### src/rtl/calc_sequencer.sv
// Key-driven control sequencer for the calculator datapath: turns key events and
// ALU handshakes into registered load/clear strobes, mux selects and status.
`timescale 1ns/1ps
module calc_sequencer #(
  parameter int ALU_TIMEOUT = 64,
  parameter int CNT_W       = 7
) (
  input  logic       clk,
  input  logic       reset,
  input  logic       key_valid,
  input  logic [2:0] key_code,
  output logic       key_ready,
  output logic       alu_start,
  input  logic       alu_done,
  input  logic       alu_err,
  output logic       load_number,
  output logic       clear_number,
  output logic       load_opcode,
  output logic       clear_opcode,
  output logic       load_result,
  output logic       clear_result,
  output logic       sel_mux_alu,
  output logic       sel_mux_display,
  output logic [2:0] opcode_out,
  output logic [2:0] state_out,
  output logic       busy,
  output logic       error
);

  typedef enum logic [2:0] {
    S_IDLE    = 3'b000,
    S_ENTRY_A = 3'b001,
    S_OP_WAIT = 3'b010,
    S_ENTRY_B = 3'b011,
    S_EXEC    = 3'b100,
    S_SHOW    = 3'b101,
    S_ERR     = 3'b110
  } state_t;

  localparam logic [2:0]       K_NONE   = 3'b000;
  localparam logic [2:0]       K_DIGIT  = 3'b001;
  localparam logic [2:0]       K_ENTER  = 3'b010;
  localparam logic [2:0]       K_CLEAR  = 3'b011;
  localparam logic [CNT_W-1:0] CNT_LAST = CNT_W'(ALU_TIMEOUT - 1);

  state_t           r_state, w_state_nxt;
  logic [2:0]       r_opcode, w_opcode_nxt;
  logic [2:0]       r_pend_code, w_pend_code_nxt;
  logic             r_pend, w_pend_nxt;
  logic [CNT_W-1:0] r_cnt, w_cnt_nxt;

  logic r_alu_start, w_alu_start_nxt;
  logic r_load_number, w_load_number_nxt;
  logic r_clear_number, w_clear_number_nxt;
  logic r_load_opcode, w_load_opcode_nxt;
  logic r_clear_opcode, w_clear_opcode_nxt;
  logic r_load_result, w_load_result_nxt;
  logic r_clear_result, w_clear_result_nxt;
  logic r_sel_mux_alu, w_sel_mux_alu_nxt;

  logic w_accept, w_is_digit, w_is_enter, w_is_clear, w_is_op;

  // No key is consumed while the ALU is running; a held key waits for the next state.
  assign w_accept   = key_valid && key_ready && (key_code != K_NONE);
  assign w_is_digit = w_accept && (key_code == K_DIGIT);
  assign w_is_enter = w_accept && (key_code == K_ENTER);
  assign w_is_clear = w_accept && (key_code == K_CLEAR);
  assign w_is_op    = w_accept && key_code[2];

  always_comb begin
    w_state_nxt        = r_state;
    w_opcode_nxt       = r_opcode;
    w_pend_nxt         = r_pend;
    w_pend_code_nxt    = r_pend_code;
    w_cnt_nxt          = (r_state == S_EXEC) ? r_cnt + CNT_W'(1) : '0;
    w_alu_start_nxt    = 1'b0;
    w_load_number_nxt  = 1'b0;
    w_clear_number_nxt = 1'b0;
    w_load_opcode_nxt  = 1'b0;
    w_clear_opcode_nxt = 1'b0;
    w_load_result_nxt  = 1'b0;
    w_clear_result_nxt = 1'b0;
    w_sel_mux_alu_nxt  = 1'b0;

    if (w_is_clear) begin
      w_clear_number_nxt = 1'b1;
      w_clear_opcode_nxt = 1'b1;
      w_clear_result_nxt = 1'b1;
      w_opcode_nxt       = 3'b000;
      w_pend_nxt         = 1'b0;
      w_state_nxt        = S_IDLE;
    end else begin
      case (r_state)
        S_IDLE: begin
          if (w_is_digit) begin
            w_load_number_nxt = 1'b1;
            w_state_nxt       = S_ENTRY_A;
          end
        end
        S_ENTRY_A: begin
          if (w_is_digit) begin
            w_load_number_nxt = 1'b1;
          end else if (w_is_enter) begin
            w_load_result_nxt  = 1'b1;
            w_clear_number_nxt = 1'b1;
            w_state_nxt        = S_SHOW;
          end else if (w_is_op) begin
            w_load_result_nxt  = 1'b1;
            w_clear_number_nxt = 1'b1;
            w_load_opcode_nxt  = 1'b1;
            w_opcode_nxt       = key_code;
            w_state_nxt        = S_OP_WAIT;
          end
        end
        S_OP_WAIT: begin
          if (w_is_op) begin
            w_load_opcode_nxt = 1'b1;
            w_opcode_nxt      = key_code;
          end else if (w_is_digit) begin
            w_load_number_nxt = 1'b1;
            w_state_nxt       = S_ENTRY_B;
          end
        end
        S_ENTRY_B: begin
          if (w_is_digit) begin
            w_load_number_nxt = 1'b1;
          end else if (w_is_enter || w_is_op) begin
            w_alu_start_nxt = 1'b1;
            w_pend_nxt      = w_is_op;
            w_pend_code_nxt = w_is_op ? key_code : r_pend_code;
            w_state_nxt     = S_EXEC;
          end
        end
        S_EXEC: begin
          // A done arriving on the terminal count still counts as a normal completion.
          if (alu_done && !alu_err) begin
            w_load_result_nxt  = 1'b1;
            w_sel_mux_alu_nxt  = 1'b1;
            w_clear_number_nxt = 1'b1;
            if (r_pend) begin
              w_load_opcode_nxt = 1'b1;
              w_opcode_nxt      = r_pend_code;
              w_pend_nxt        = 1'b0;
              w_state_nxt       = S_OP_WAIT;
            end else begin
              w_state_nxt = S_SHOW;
            end
          end else if (alu_done || (r_cnt == CNT_LAST)) begin
            w_state_nxt = S_ERR;
          end
        end
        S_SHOW: begin
          if (w_is_digit) begin
            w_clear_result_nxt = 1'b1;
            w_load_number_nxt  = 1'b1;
            w_state_nxt        = S_ENTRY_A;
          end else if (w_is_op) begin
            w_load_opcode_nxt = 1'b1;
            w_opcode_nxt      = key_code;
            w_state_nxt       = S_OP_WAIT;
          end
        end
        S_ERR:   ;
        default: w_state_nxt = S_IDLE;
      endcase
    end
  end

  always_ff @(posedge clk or negedge reset) begin
    if (!reset) begin
      r_state        <= S_IDLE;
      r_opcode       <= 3'b000;
      r_pend         <= 1'b0;
      r_pend_code    <= 3'b000;
      r_cnt          <= '0;
      r_alu_start    <= 1'b0;
      r_load_number  <= 1'b0;
      r_clear_number <= 1'b0;
      r_load_opcode  <= 1'b0;
      r_clear_opcode <= 1'b0;
      r_load_result  <= 1'b0;
      r_clear_result <= 1'b0;
      r_sel_mux_alu  <= 1'b0;
    end else begin
      r_state        <= w_state_nxt;
      r_opcode       <= w_opcode_nxt;
      r_pend         <= w_pend_nxt;
      r_pend_code    <= w_pend_code_nxt;
      r_cnt          <= w_cnt_nxt;
      r_alu_start    <= w_alu_start_nxt;
      r_load_number  <= w_load_number_nxt;
      r_clear_number <= w_clear_number_nxt;
      r_load_opcode  <= w_load_opcode_nxt;
      r_clear_opcode <= w_clear_opcode_nxt;
      r_load_result  <= w_load_result_nxt;
      r_clear_result <= w_clear_result_nxt;
      r_sel_mux_alu  <= w_sel_mux_alu_nxt;
    end
  end

  assign key_ready       = (r_state != S_EXEC);
  assign busy            = (r_state == S_EXEC);
  assign error           = (r_state == S_ERR);
  assign sel_mux_display = (r_state == S_OP_WAIT) || (r_state == S_EXEC) ||
                           (r_state == S_SHOW)    || (r_state == S_ERR);
  assign state_out       = r_state;
  assign opcode_out      = r_opcode;
  assign alu_start       = r_alu_start;
  assign load_number     = r_load_number;
  assign clear_number    = r_clear_number;
  assign load_opcode     = r_load_opcode;
  assign clear_opcode    = r_clear_opcode;
  assign load_result     = r_load_result;
  assign clear_result    = r_clear_result;
  assign sel_mux_alu     = r_sel_mux_alu;

endmodule
### config.mk
export PLATFORM = sky130hd
export DESIGN_NAME = calc_sequencer
export DESIGN_NICKNAME = d
export VERILOG_FILES = /design/src/rtl/calc_sequencer.sv
export SDC_FILE = /design/constraint.sdc
export NUM_CORES = 1
export LEC_CHECK = 0
export CAP_MARGIN = 20
export CELL_PAD_IN_SITES_DETAIL_PLACEMENT = 0
export CELL_PAD_IN_SITES_GLOBAL_PLACEMENT = 1
export CORE_AREA = 2 2 63 65
export CTS_CLUSTER_SIZE = 30
export DETAILED_ROUTE_END_ITERATION = 7
export DIE_AREA = 0 0 65 67
export PLACE_DENSITY_LB_ADDON = 0.1
export SLEW_MARGIN = 20
export SYNTH_ARGS = -nofsm -noshare
export SYNTH_HDL_FRONTEND = slang
export SYNTH_SLANG_ARGS = --single-unit
### constraint.sdc
create_clock -name clk -period 1.8 [get_ports clk]
set_input_delay 0.18 -clock clk [delete_from_list [all_inputs] [get_ports clk]]
set_output_delay 0.18 -clock clk [all_outputs]
set_load 0.02 [all_outputs]
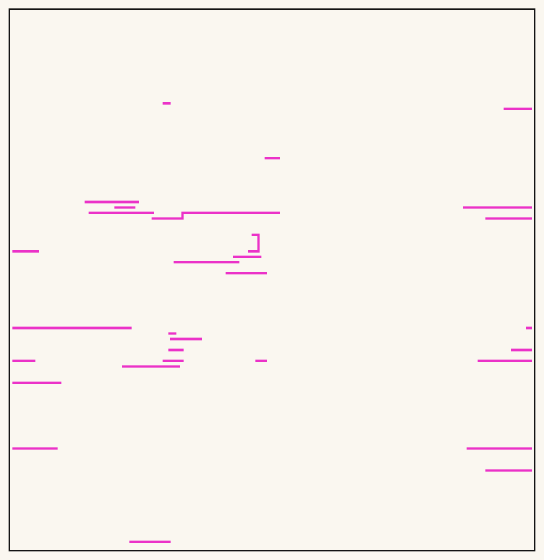
(run_1/met3.png)
The layer holds 4.6% of the routed length. The layer carries 147 um of wire. The wires run mostly horizontal. 26 nets have wire on it.

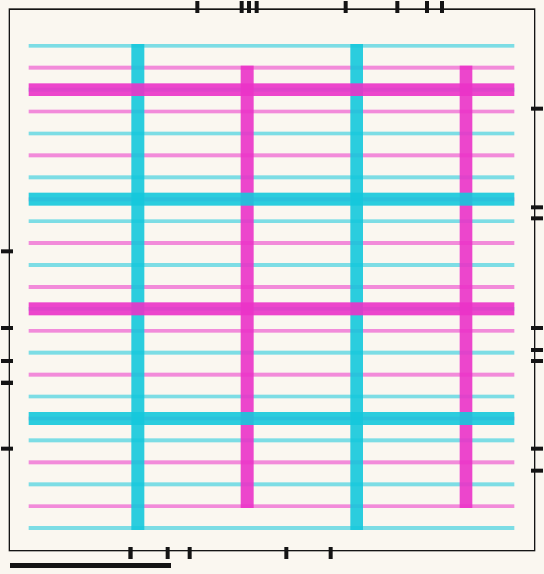
(run_1/pdn.png)
Scale bar: 20 um. Pins as bars on the die edge.
Key: magenta = VDD; cyan = VSS
4 straps on met5. 4 straps on met4.
chip height: 67 um
die width: 65 um
total core area: 3606 um^2
Max VDD drop: 0.4483 mV

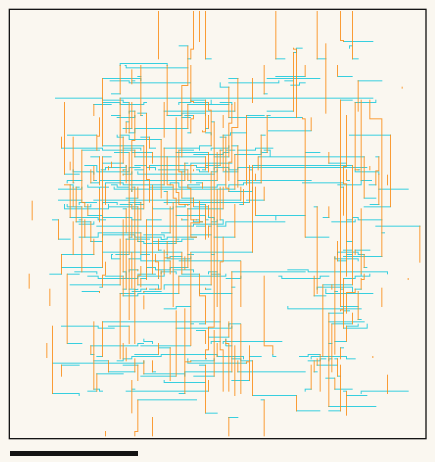
(run_1/metal_stack.png)
Scale bar: 20 um. Only two layers are drawn.
Key: cyan = met1 [wire length 1,480 um]; orange = met2 [wire length 1,500 um]
overall global routing resource usage: 16.50%
detailed-route wire length per cell: 13.74 um
total number of vias: 1,189
Routed WL: 3.202 mm

==> results.ini, run 1 <==
[cells_and_area]
register_area_um2 = 625.6
layout.filler_cells = 343
buffer_area_share_pct = 23.80
sequential_cell_total = 25
final.clkbuf_count = 4
sh_comb_area_pct = 35.96
insertedDiodeCount = 0
syn2layout_area_growth_pct = 37.63
nets = 195
logic_gates = 100
nonClockBufferCount = 50
final-clk-cell-share_pct = 2.406
seq_area_share_pct = 33.42
dominant_logic_cell_type_in_the_layout = dfrtp_1
layout.cell_area.non_filler_um2 = 1872

[setup_path]
ff2ff_path_depth = 6
critPathMaxFanout = 2
worst_ep_arrival_time_ns = 1.87
slowest_stage = dfrtp_1
criticalPathCategory = reg2reg
buffers_plus_inverters_on_the_worst_setup_path = 0
startpoint_of_the_worst_register_to_register_path = r_cnt[0]$_DFF_PN0_
worst-endpoint-required_ns = 1.96
timing.critical_path.from = r_cnt[0]$_DFF_PN0_
max_stage_delay_ns = 0.38
start_kind = flip-flop

[final_timing]
max_freq_mhz = 584.3
slew_viol_final = 0
hold_violations = 0
post-route-min-period_ns = 1.712
rsz_0062_raised_after_global_routing = no
slew_headroom_pct = 69.62
clock_skew_ns = 0.001720
fin_tns_setup_ns = 0
finalClockPeriodUsage_pct = 95.09

[synth]
dominantRegCellSynth = dfrtp_1
synth_largest_type_area_fraction_pct = 46.00
post_synth_most_frequent_cells = dfrtp_1, nand2_1, nor2_1
topCellsByArea = dfrtp_1, mux2_2, nand2_1, nor2_1, o21ai_0
asyncSetResetFlopFracSynth_pct = 100.0
ys.warnings.count = 0
syn-instance-count = 139
synth_cell_type_count = 45
synth_area_um2 = 1360

[detailed_routing]
wl_met2_mm = 1.501
postRouteAntennaNets = 0
remaining_drc_errors = 0
drt-pass1-iter-count = 4
drtIter0Drc = 23
route.top_layer_used = met4

[die]
tapCellCount = 48
placementRows = 22
initCoreUtil_pct = 37.72
design.portCount = 26

[clock_tree]
cts-root-to-sink-buffers = 2
cts-buffers-inserted = 3
postCtsSetupRepairBufs = 0
clock_sink_count = 25
clkSlewWorstSetupHoldPaths_ns = 0.08
cts-root-buf = clkbuf_8

[global_route]
grt_max_degree = 26
grt_first_pass_wirelength_mm = 5.451
met2_usage_grt_pct = 26.03
first_global_vias = 1208
groute.layer.met1.usage_pct = 22.39
overflow = 0
antenna_found_initial = 0
groute.layer.met3.usage_pct = 1.351
gr-max-usage-layer = met2

[pwr]
combinationalPowerShare_pct = 45.1
total_internal_power_uw = 1294
top_power_group = combinational logic
power.share.clock_pct = 16.6
pg_comb_uw = 889
powerClk_uw = 327
power.switching_uw = 677.6
p_leak_uw = 0.0008354

[placed_design]
preCtsSetupSlack_ns = -0.04492
dpl_cell_area_um2 = 1817
portBuffers = 25
post-place-cells = 229
place.gp.congestion = 0.8781

[status]
run_status = completed

-- run 1: flip-flops by register name, indices dropped and copies added, names as in the netlist --
register and count:
load_opcode 1, sel_mux_alu 1, alu_start 1, r_pend 1
clear_result 1, state_out 3, opcode_out 3, clear_opcode 1
r_cnt 7, load_result 1, clear_number 1, load_number 1
r_pend_code 3
-- run 1: what timing repair did --
action	CTS	global route
setup endpoints to repair	4	4
hold buffers	0	0
hold endpoints to repair	0	0
resized	4	3
pin swaps	0	1
-- run 1: kinds of logic (layout without fill, tap and decap cells) --
logic type,Yosys count,in the layout,synth area share (%)
AND/OR/NAND/NOR,59,59,23.19
buffers and inverters,14,60,5.612
AND-OR/OR-AND,30,30,16.47
multiplexers,6,6,5.243
adder cells (fa/ha/maj),1,1,0.9198
flip-flops,25,25,46.00
XOR/XNOR,4,4,2.576
==> run_1/met2.png <==
Scale bar: 20 um.
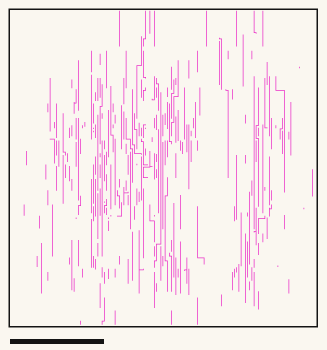

==> inputs of run 2 (changes only) <==
--- a/config.mk
+++ b/config.mk
@@ -13,6 +13,7 @@
 export DETAILED_ROUTE_END_ITERATION = 7
 export DIE_AREA = 0 0 65 67
 export PLACE_DENSITY_LB_ADDON = 0.1
+export REMOVE_ABC_BUFFERS = 1
 export SLEW_MARGIN = 20
 export SYNTH_ARGS = -nofsm -noshare
 export SYNTH_HDL_FRONTEND = slang
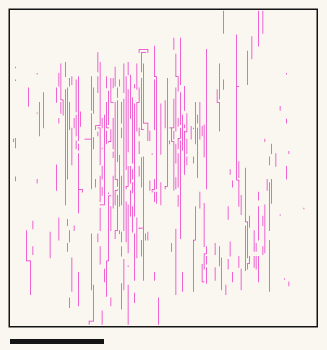
(run_2/met2.png)
Scale bar: 20 um.
163 nets have wire on it. The longest straight run is 30.8 um. The layer carries 1,420 um of wire. The layer holds 44% of the routed length. The wires run mostly vertical.
Routed WL: 3.235 mm
met2 Usage GRT: 25.13%
total number of vias: 1,164

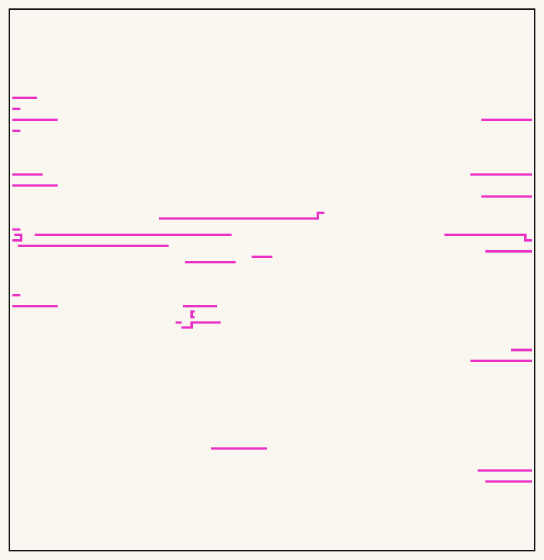
(run_2/met3.png)
The wires run mostly horizontal. 25 nets have wire on it.

==> run 2 against run 1 <==
  * Clock-buffer cell count unchanged
  * Clock skew barely moved
  * Worst setup slack worse by 0.0018 ns
  * Clock power rose by 1%
  * Sequential share of layout area up 0.090 points
  * Utilization fell by 0.14 points
  * Via count decreased by 2.1%
  * Critical path depth unchanged
  * Routed wire length increased by 1.0%
  * Critical endpoint unchanged
  * Largest cell class unchanged
  * Largest power group unchanged
==> results.ini, run 2 <==
[clock_tree]
cts-root-buf = clkbuf_8
clkSlewWorstSetupHoldPaths_ns = 0.08  ; about the same
clock_sink_count = 25  ; unchanged
postCtsSetupRepairBufs = 0  ; unchanged
hold_buffers = 0  ; unchanged

[pwr]
top_power_group = combinational logic
pg_comb_uw = 901  ; +1%
total_internal_power_uw = 1305  ; +0.83%
powerClk_uw = 331  ; +1%
p_leak_uw = 0.0008264  ; -1.1%
combinationalPowerShare_pct = 45.2  ; about the same

[cells_and_area]
syn2layout_area_growth_pct = 37.26
layout.cell_area.non_filler_um2 = 1867  ; -0.27%
sh_comb_area_pct = 36.66  ; +0.70 points
register_area_um2 = 625.6  ; unchanged
insertedDiodeCount = 0  ; unchanged
largest-register = r_cnt
logic_gates = 100  ; unchanged
nonClockBufferCount = 49  ; -2.0%
final-clk-cell-share_pct = 2.413  ; +0.0065 points
layout.filler_cells = 340  ; -0.87%
nets = 194  ; -0.51%
buffer_area_share_pct = 22.99  ; -0.81 points

[detailed_routing]
route.top_layer_used = met4
drtIter0Drc = 42  ; +83%

[setup_path]
max_stage_delay_ns = 0.39  ; about the same
start_kind = flip-flop
buffers_plus_inverters_on_the_worst_setup_path = 0  ; unchanged
criticalPathCategory = reg2reg

[final_timing]
clock_skew_ns = 0.001751  ; +0.00003156 ns
finalClockPeriodUsage_pct = 95.19  ; +0.10 points
post-route-min-period_ns = 1.713  ; +0.001838 ns
rsz_0062_raised_after_global_routing = no
slew_headroom_pct = 74.67  ; +5.1 points
slew_viol_final = 0  ; unchanged

[synth]
synth_largest_type_area_fraction_pct = 46.00  ; unchanged
asyncSetResetFlopFracSynth_pct = 100.0  ; unchanged
dominantRegCellSynth = dfrtp_1
synthAdderAreaFrac_pct = 0.9200  ; unchanged
synth-compound-area-share_pct = 16.47  ; unchanged
synth_cell_type_count = 45  ; unchanged
topCellsByArea = dfrtp_1, mux2_2, nand2_1, nor2_1, o21ai_0
ys.warnings.count = 0  ; unchanged
synth_area_um2 = 1360  ; unchanged

[status]
run_status = completed

[global_route]
gr-max-usage-layer = met2
overflow = 0  ; unchanged
antenna_found_initial = 0  ; unchanged
grt_max_degree = 26  ; unchanged

[die]
core-area_um2 = 3606  ; unchanged
placementRows = 22  ; unchanged
tapCellCount = 48  ; unchanged

[placed_design]
preCtsSetupSlack_ns = -0.03394  ; +0.01098 ns
place.gp.congestion = 0.8728  ; -0.60%

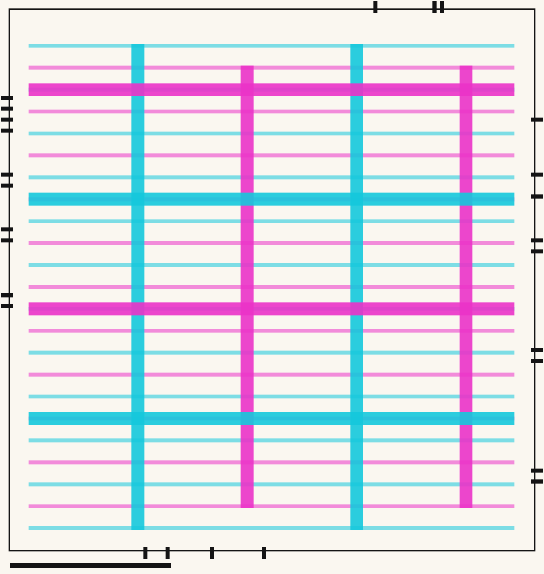
(run_2/pdn.png)
Scale bar: 20 um. Pins as bars on the die edge.
Key: cyan = VSS; magenta = VDD
23 met1 rails follow the rows. 26 signal pins sit on the boundary. 4 straps on met5. The core has 22 rows. 4 straps on met4.
Max VDD drop: 0.5387 mV

==> run 2: final timing paths <==
path / cells past startpoint / slack (ns) / to
min: 2 / 0.28 / r_cnt[3]$_DFF_PN0_
max: 6 / 0.09 / state_out[1]$_DFFE_PN0P_
min in group clk: 1 / 0.49 / r_pend_code[2]$_DFFE_PN0P_
max reg2reg: 6 / 0.09 / state_out[1]$_DFFE_PN0P_
min reg2reg: 1 / 0.49 / r_pend_code[2]$_DFFE_PN0P_
max in group asynchronous: 2 / 1.28 / state_out[0]$_DFFE_PN0P_
==> run 2: worst reg2reg max path, cell delays in order, from the launching register on <==
cell     delay (ns)
dfrtp_1        0.39
ha_2           0.20
and4_1         0.23
a31oi_2        0.28
a32oi_2        0.10
nand2_2        0.10
mux2_4         0.30
Power is estimated from default activity; no workload was simulated.
